**Port wiring**

Scale bar: 100 microns.
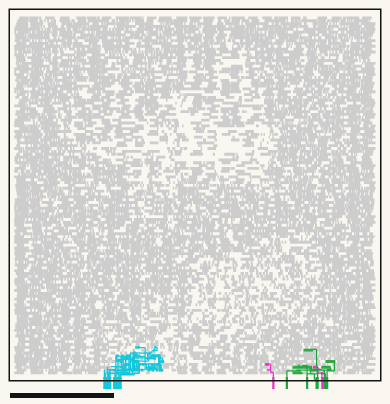
**Placement view**

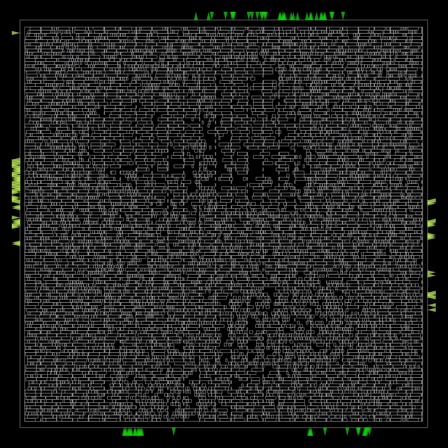
**Placement density heat map**

Scale bar: 100 microns. 35 x 35 tiles, from white (low) to dark blue (high), 0 to 100% covered.
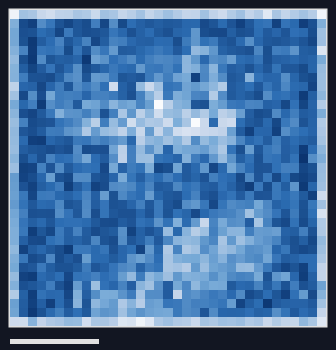
**Power grid**

Scale bar: 100 microns. Pins as bars on the die edge. Tap cells in gray.
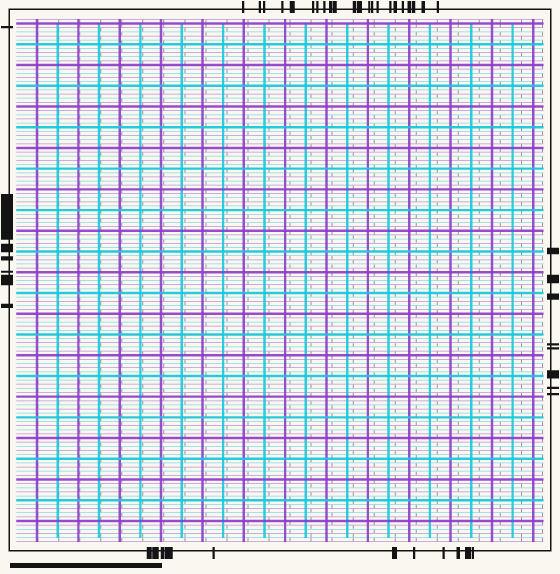
**Register map, names as in the netlist**

Scale bar: 100 microns. Other sequential cells in the stronger gray, the rest of the logic in the fainter gray.
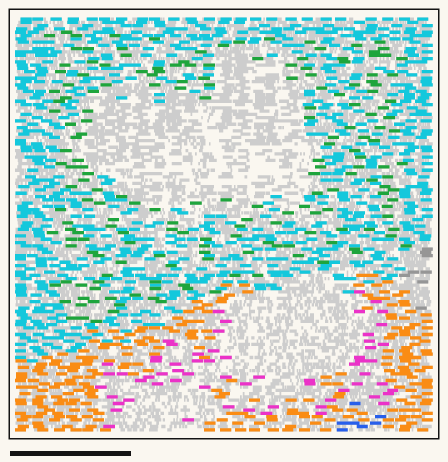
==> src/rtl/rename_map_ckpt_pkg.sv <==
// Shared types, sizes and reset helpers for the rename/checkpoint block.
// Define RENAME_ZERO_REG_EN to make the last architectural register a hardwired zero.
package rename_map_ckpt_pkg;

  localparam int WAYS     = 2;
  localparam int ARF_SIZE = 32;
  localparam int PRF_SIZE = 64;
  localparam int NUM_CKPT = 4;

  localparam int ARF_W  = $clog2(ARF_SIZE);
  localparam int PRF_W  = $clog2(PRF_SIZE);
  localparam int CKPT_W = $clog2(NUM_CKPT);
  localparam int WAY_W  = (WAYS > 1) ? $clog2(WAYS) : 1;

  typedef logic [ARF_W-1:0]  arf_idx_t;
  typedef logic [PRF_W-1:0]  prf_idx_t;
  typedef logic [CKPT_W-1:0] ckpt_idx_t;
  typedef logic [WAY_W-1:0]  way_idx_t;
  typedef logic [PRF_W:0]    prf_cnt_t;
  typedef prf_idx_t [ARF_SIZE-1:0] map_t;
  typedef logic [PRF_SIZE-1:0]     free_vec_t;

  function automatic prf_cnt_t popcount(free_vec_t v);
    prf_cnt_t c;
    c = '0;
    for (int i = 0; i < PRF_SIZE; i++) c = c + prf_cnt_t'(v[i]);
    return c;
  endfunction

  function automatic map_t reset_map();
    map_t m;
    for (int i = 0; i < ARF_SIZE; i++) m[i] = prf_idx_t'(i);
    return m;
  endfunction

  function automatic free_vec_t reset_free();
    free_vec_t v;
    v = '0;
    for (int i = ARF_SIZE; i < PRF_SIZE; i++) v[i] = 1'b1;
    return v;
  endfunction

endpackage

==> src/rtl/rename_map_ckpt_if.sv <==
// Decode-side rename bundle, retire frees and branch checkpoint control.
interface rename_map_ckpt_if;
  import rename_map_ckpt_pkg::*;

  logic      [WAYS-1:0] rn_valid;
  arf_idx_t  [WAYS-1:0] rn_opa_arf;
  arf_idx_t  [WAYS-1:0] rn_opb_arf;
  arf_idx_t  [WAYS-1:0] rn_dest_arf;
  logic      [WAYS-1:0] rn_dest_en;
  prf_idx_t  [WAYS-1:0] rn_opa_prf;
  prf_idx_t  [WAYS-1:0] rn_opb_prf;
  prf_idx_t  [WAYS-1:0] rn_dest_prf;
  prf_idx_t  [WAYS-1:0] rn_old_prf;
  logic                 rn_stall;
  logic                 ckpt_req;
  way_idx_t             ckpt_way;
  ckpt_idx_t            ckpt_id;
  logic                 ckpt_full;
  logic      [WAYS-1:0] rt_free_valid;
  prf_idx_t  [WAYS-1:0] rt_free_prf;
  logic                 br_release;
  logic                 br_recover;
  ckpt_idx_t            br_recover_id;
  prf_cnt_t             free_count;

  modport master (
    output rn_valid, rn_opa_arf, rn_opb_arf, rn_dest_arf, rn_dest_en,
    output ckpt_req, ckpt_way, rt_free_valid, rt_free_prf,
    output br_release, br_recover, br_recover_id,
    input  rn_opa_prf, rn_opb_prf, rn_dest_prf, rn_old_prf, rn_stall,
    input  ckpt_id, ckpt_full, free_count
  );

  modport slave (
    input  rn_valid, rn_opa_arf, rn_opb_arf, rn_dest_arf, rn_dest_en,
    input  ckpt_req, ckpt_way, rt_free_valid, rt_free_prf,
    input  br_release, br_recover, br_recover_id,
    output rn_opa_prf, rn_opb_prf, rn_dest_prf, rn_old_prf, rn_stall,
    output ckpt_id, ckpt_full, free_count
  );
endinterface

==> src/rtl/rename_map_ckpt_free_list_pick.sv <==
// Picks the WAYS lowest-numbered free physical registers, in ascending order.
module free_list_pick
  import rename_map_ckpt_pkg::*;
(
  input  free_vec_t            free_vec,
  output prf_idx_t [WAYS-1:0]  pick,
  output logic     [WAYS-1:0]  found
);

  free_vec_t rem;

  always_comb begin
    rem   = free_vec;
    pick  = '0;
    found = '0;
    for (int w = 0; w < WAYS; w++) begin
      // descending scan so the lowest set bit is the last one written
      for (int b = PRF_SIZE - 1; b >= 0; b--) begin
        if (rem[b]) begin
          pick[w]  = prf_idx_t'(b);
          found[w] = 1'b1;
        end
      end
      if (found[w]) rem[pick[w]] = 1'b0;
    end
  end

endmodule

==> src/rtl/rename_map_ckpt.sv <==
// Register rename stage: RAT, PRF free list and branch checkpoints with one-cycle recovery.
// Optional RENAME_ZERO_REG_EN keeps ARF ARF_SIZE-1 permanently mapped to PRF ARF_SIZE-1.
module rename_map_ckpt
  import rename_map_ckpt_pkg::*;
(
  input logic              clock,
  input logic              reset,
  rename_map_ckpt_if.slave rn
);

  map_t      map_q, map_d, map_n, snap_map;
  free_vec_t free_q, free_d, free_n, snap_free, rt_bits;
  prf_cnt_t  fcnt_q;
  map_t      ckpt_map_q  [NUM_CKPT];
  map_t      ckpt_map_d  [NUM_CKPT];
  free_vec_t ckpt_free_q [NUM_CKPT];
  free_vec_t ckpt_free_d [NUM_CKPT];
  logic      [NUM_CKPT-1:0] ckpt_valid_q, ckpt_valid_d;
  ckpt_idx_t head_q, head_d, tail_q, tail_d, rec_age, slot_age;

  prf_idx_t [WAYS-1:0] pick, dest_prf, opa, opb, old;
  logic     [WAYS-1:0] found, alloc, zero_dest;
  logic                short_free, ckpt_block, stall;

  free_list_pick u_pick (
    .free_vec (free_q),
    .pick     (pick),
    .found    (found)
  );

  always_comb begin
    rt_bits = '0;
    for (int w = 0; w < WAYS; w++)
      if (rn.rt_free_valid[w]) rt_bits[rn.rt_free_prf[w]] = 1'b1;
  end

  always_comb begin
    int n;
    n          = 0;
    alloc      = '0;
    zero_dest  = '0;
    dest_prf   = '0;
    opa        = '0;
    opb        = '0;
    old        = '0;
    short_free = 1'b0;
    map_n      = map_q;
    free_n     = free_q;
    snap_map   = map_q;
    snap_free  = free_q;
    for (int i = 0; i < WAYS; i++) begin
`ifdef RENAME_ZERO_REG_EN
      zero_dest[i] = (rn.rn_dest_arf[i] == arf_idx_t'(ARF_SIZE - 1));
`endif
      alloc[i] = rn.rn_valid[i] & rn.rn_dest_en[i] & ~zero_dest[i];
      opa[i]   = map_q[rn.rn_opa_arf[i]];
      opb[i]   = map_q[rn.rn_opb_arf[i]];
      old[i]   = map_q[rn.rn_dest_arf[i]];
      // older ways in the bundle win over the RAT; youngest older writer last
      for (int j = 0; j < i; j++) begin
        if (alloc[j]) begin
          if (rn.rn_dest_arf[j] == rn.rn_opa_arf[i])  opa[i] = dest_prf[j];
          if (rn.rn_dest_arf[j] == rn.rn_opb_arf[i])  opb[i] = dest_prf[j];
          if (rn.rn_dest_arf[j] == rn.rn_dest_arf[i]) old[i] = dest_prf[j];
        end
      end
      if (alloc[i]) begin
        dest_prf[i] = pick[n];
        if (!found[n]) short_free = 1'b1;
        n = n + 1;
        map_n[rn.rn_dest_arf[i]] = dest_prf[i];
        free_n[dest_prf[i]]      = 1'b0;
      end else if (zero_dest[i]) begin
        dest_prf[i] = prf_idx_t'(ARF_SIZE - 1);
      end
      if (way_idx_t'(i) == rn.ckpt_way) begin
        snap_map  = map_n;
        snap_free = free_n;
      end
    end
  end

  // a release in the same cycle frees the head slot for the new checkpoint
  assign ckpt_block = rn.ckpt_req & (&ckpt_valid_q) & ~rn.br_release;
  assign stall      = short_free | ckpt_block | rn.br_recover;

  always_comb begin
    map_d        = map_q;
    free_d       = free_q | rt_bits;
    head_d       = head_q;
    tail_d       = tail_q;
    ckpt_valid_d = ckpt_valid_q;
    rec_age      = rn.br_recover_id - head_q;
    slot_age     = '0;
    for (int s = 0; s < NUM_CKPT; s++) begin
      ckpt_map_d[s]  = ckpt_map_q[s];
      ckpt_free_d[s] = ckpt_free_q[s] | rt_bits;
    end
    if (rn.br_recover) begin
      if (ckpt_valid_q[rn.br_recover_id]) begin
        map_d  = ckpt_map_q[rn.br_recover_id];
        free_d = ckpt_free_q[rn.br_recover_id] | rt_bits;
        tail_d = rn.br_recover_id;
        // drop the restored slot and everything younger than it
        for (int s = 0; s < NUM_CKPT; s++) begin
          slot_age = ckpt_idx_t'(s) - head_q;
          if (slot_age >= rec_age) ckpt_valid_d[s] = 1'b0;
        end
      end
    end else begin
      if (rn.br_release && ckpt_valid_q[head_q]) begin
        ckpt_valid_d[head_q] = 1'b0;
        head_d               = head_q + ckpt_idx_t'(1);
      end
      if (!stall) begin
        map_d  = map_n;
        free_d = free_n | rt_bits;
        if (rn.ckpt_req) begin
          ckpt_map_d[tail_q]   = snap_map;
          ckpt_free_d[tail_q]  = snap_free | rt_bits;
          ckpt_valid_d[tail_q] = 1'b1;
          tail_d               = tail_q + ckpt_idx_t'(1);
        end
      end
    end
  end

  always_ff @(posedge clock or posedge reset) begin
    if (reset) begin
      map_q        <= reset_map();
      free_q       <= reset_free();
      fcnt_q       <= prf_cnt_t'(PRF_SIZE - ARF_SIZE);
      ckpt_valid_q <= '0;
      head_q       <= '0;
      tail_q       <= '0;
      for (int s = 0; s < NUM_CKPT; s++) begin
        ckpt_map_q[s]  <= '0;
        ckpt_free_q[s] <= '0;
      end
    end else begin
      map_q        <= map_d;
      free_q       <= free_d;
      fcnt_q       <= popcount(free_d);
      ckpt_valid_q <= ckpt_valid_d;
      head_q       <= head_d;
      tail_q       <= tail_d;
      for (int s = 0; s < NUM_CKPT; s++) begin
        ckpt_map_q[s]  <= ckpt_map_d[s];
        ckpt_free_q[s] <= ckpt_free_d[s];
      end
    end
  end

  assign rn.rn_opa_prf  = reset ? '0 : opa;
  assign rn.rn_opb_prf  = reset ? '0 : opb;
  assign rn.rn_dest_prf = reset ? '0 : dest_prf;
  assign rn.rn_old_prf  = reset ? '0 : old;
  assign rn.rn_stall    = stall;
  assign rn.ckpt_id     = tail_q;
  assign rn.ckpt_full   = &ckpt_valid_q;
  assign rn.free_count  = fcnt_q;

endmodule

==> src/flat_wrapper.sv <==
// flat-port wrapper written by rule: the top's interface ports become plain ports
module rename_map_ckpt_flat import rename_map_ckpt_pkg::*;
  (clock, reset, rn_rn_valid, rn_rn_opa_arf, rn_rn_opb_arf, rn_rn_dest_arf, rn_rn_dest_en, rn_ckpt_req, rn_ckpt_way, rn_rt_free_valid, rn_rt_free_prf, rn_br_release, rn_br_recover, rn_br_recover_id, rn_rn_opa_prf, rn_rn_opb_prf, rn_rn_dest_prf, rn_rn_old_prf, rn_rn_stall, rn_ckpt_id, rn_ckpt_full, rn_free_count);
  rename_map_ckpt_if rn_i ();
  input logic clock;
  input logic reset;
  input wire logic [$bits(rn_i.rn_valid)-1:0] rn_rn_valid;
  input wire logic [$bits(rn_i.rn_opa_arf)-1:0] rn_rn_opa_arf;
  input wire logic [$bits(rn_i.rn_opb_arf)-1:0] rn_rn_opb_arf;
  input wire logic [$bits(rn_i.rn_dest_arf)-1:0] rn_rn_dest_arf;
  input wire logic [$bits(rn_i.rn_dest_en)-1:0] rn_rn_dest_en;
  input wire logic [$bits(rn_i.ckpt_req)-1:0] rn_ckpt_req;
  input wire logic [$bits(rn_i.ckpt_way)-1:0] rn_ckpt_way;
  input wire logic [$bits(rn_i.rt_free_valid)-1:0] rn_rt_free_valid;
  input wire logic [$bits(rn_i.rt_free_prf)-1:0] rn_rt_free_prf;
  input wire logic [$bits(rn_i.br_release)-1:0] rn_br_release;
  input wire logic [$bits(rn_i.br_recover)-1:0] rn_br_recover;
  input wire logic [$bits(rn_i.br_recover_id)-1:0] rn_br_recover_id;
  output wire logic [$bits(rn_i.rn_opa_prf)-1:0] rn_rn_opa_prf;
  output wire logic [$bits(rn_i.rn_opb_prf)-1:0] rn_rn_opb_prf;
  output wire logic [$bits(rn_i.rn_dest_prf)-1:0] rn_rn_dest_prf;
  output wire logic [$bits(rn_i.rn_old_prf)-1:0] rn_rn_old_prf;
  output wire logic [$bits(rn_i.rn_stall)-1:0] rn_rn_stall;
  output wire logic [$bits(rn_i.ckpt_id)-1:0] rn_ckpt_id;
  output wire logic [$bits(rn_i.ckpt_full)-1:0] rn_ckpt_full;
  output wire logic [$bits(rn_i.free_count)-1:0] rn_free_count;
  assign rn_i.rn_valid = rn_rn_valid;
  assign rn_i.rn_opa_arf = rn_rn_opa_arf;
  assign rn_i.rn_opb_arf = rn_rn_opb_arf;
  assign rn_i.rn_dest_arf = rn_rn_dest_arf;
  assign rn_i.rn_dest_en = rn_rn_dest_en;
  assign rn_i.ckpt_req = rn_ckpt_req;
  assign rn_i.ckpt_way = rn_ckpt_way;
  assign rn_i.rt_free_valid = rn_rt_free_valid;
  assign rn_i.rt_free_prf = rn_rt_free_prf;
  assign rn_i.br_release = rn_br_release;
  assign rn_i.br_recover = rn_br_recover;
  assign rn_i.br_recover_id = rn_br_recover_id;
  assign rn_rn_opa_prf = rn_i.rn_opa_prf;
  assign rn_rn_opb_prf = rn_i.rn_opb_prf;
  assign rn_rn_dest_prf = rn_i.rn_dest_prf;
  assign rn_rn_old_prf = rn_i.rn_old_prf;
  assign rn_rn_stall = rn_i.rn_stall;
  assign rn_ckpt_id = rn_i.ckpt_id;
  assign rn_ckpt_full = rn_i.ckpt_full;
  assign rn_free_count = rn_i.free_count;
  rename_map_ckpt u_core (.clock(clock), .reset(reset), .rn(rn_i));
endmodule
==> config.mk <==
export PLATFORM = sky130hd
export DESIGN_NAME = rename_map_ckpt_flat
export DESIGN_NICKNAME = d
export VERILOG_FILES = /design/src/rtl/rename_map_ckpt_pkg.sv /design/src/rtl/rename_map_ckpt_if.sv /design/src/rtl/rename_map_ckpt_free_list_pick.sv /design/src/rtl/rename_map_ckpt.sv /design/src/flat_wrapper.sv
export SDC_FILE = /design/constraint.sdc
export NUM_CORES = 2
export LEC_CHECK = 0
export CAP_MARGIN = 20
export CORE_MARGIN = 4
export CORE_UTILIZATION = 66
export CTS_BUF_LIST = sky130_fd_sc_hd__clkbuf_4 sky130_fd_sc_hd__clkbuf_8
export DETAILED_ROUTE_END_ITERATION = 12
export PLACE_DENSITY_LB_ADDON = 0.12
export SYNTH_ARGS = -nofsm -noshare
export SYNTH_HDL_FRONTEND = slang
export SYNTH_SLANG_ARGS = --single-unit
==> constraint.sdc <==
create_clock -name clock -period 131.4 [get_ports clock]
set_input_delay 26.28 -clock clock [delete_from_list [all_inputs] [get_ports clock]]
set_output_delay 26.28 -clock clock [all_outputs]
set_load 0.005 [all_outputs]
==> impl_metrics.yaml <==
# synthesis and place-and-route metrics
outcome:
  run_status: "complete, no violations"
final_layout:
  layout_top_cells: "nand2_1 (1,894), dfrtp_1 (1,182), o21ai_0 (869)"
  sh_seq_area_pct: 38.03
  final-clk-cell-share_pct: 5.576
  inv_count: 100
  fin_area_sq_mm: 0.08559
  buffers: 246
synth:
  fa_ha_area_share_pct: 1.874
  ys_seq_share_pct: 41.11
  simple_gate_share_pct: 14.75
  yosysTopAreaCell: "dfrtp_1"
  most_common_cell: "nand2_1"
  yosys_cells: 8138
  synth.cellmix.compoundShare_pct: 17.58
  synth_xor_xnor_area_share_pct: 0.2323
sta:
  worstMarginPinSlew_ps: 1494
  hold_viol: 0
  fin_setup_tns_ps: 0
  rsz0062_at_grt: "no"
drt:
  ant_nets: 0
  drc: 0
  maxUsedRoutingLayer: "met5"
  drt_iter0_markers: 13160
die:
  die-area_sq_mm: 0.1256
setup_path:
  critPathMaxFanout: 23
  reg2reg_slack_ps: 117760
  timing.critical_path.to: "rn_rn_dest_prf[8]"
  cp_slowest_stage_delay_ps: 830
  crit_family: "buffers and inverters"
  worstPathRequired_ps: 105120
  worstPathArrival_ps: 30910
clock_tree:
  cts_setup_buffers: 0
  clock_latency_ps: 1010
  cts_htree_levels: 4
  post_cts_resized: 0
placement:
  dpl_cell_area_sq_mm: 0.08062
  dp_cells: 9273
worst_hold_path:
  min_from: "u_core.ckpt_map_q[180]"
flow_run:
  maxCapViolCount: 0
grt:
  grt_overflow: 0
  grt_pass1_wl_mm: 460.3
About 'port wiring':
rn_free_count -> green  # direction output, end cells 7, buffers 7, wire 190 microns
rn_rn_valid -> magenta  # direction input, end cells 4, buffers 2, wire 52.0 microns
rn_rt_free_prf -> cyan  # direction input, end cells 49, buffers 12, wire 944 microns

About 'placement view':
num sequential: 1,295
FILL cells: 8,512

About 'placement density heat map':
fullest tile = 98%
tiles over 75% full = 43%
mean over tiles = 67%
Core Area: 0.1186 sq mm
Final Util: 72.19%
FP Util: 66.78%

About 'power grid':
VDD -> cyan
VSS -> purple
signal pins = 115
met1 rails = 127
rows = 126
Die Y: 354.4 microns
Die X-Extent: 354.4 microns

About 'register map, names as in the netlist':
u_core.ckpt_free_q -> orange  # sequential cells 256
u_core.rn.free_count -> blue  # sequential cells 7, where lower right
u_core.free_q -> magenta  # sequential cells 64, where a horizontal strip, bottom
u_core.ckpt_map_q -> cyan  # sequential cells 768, where widely spread
u_core.map_q -> green  # sequential cells 192

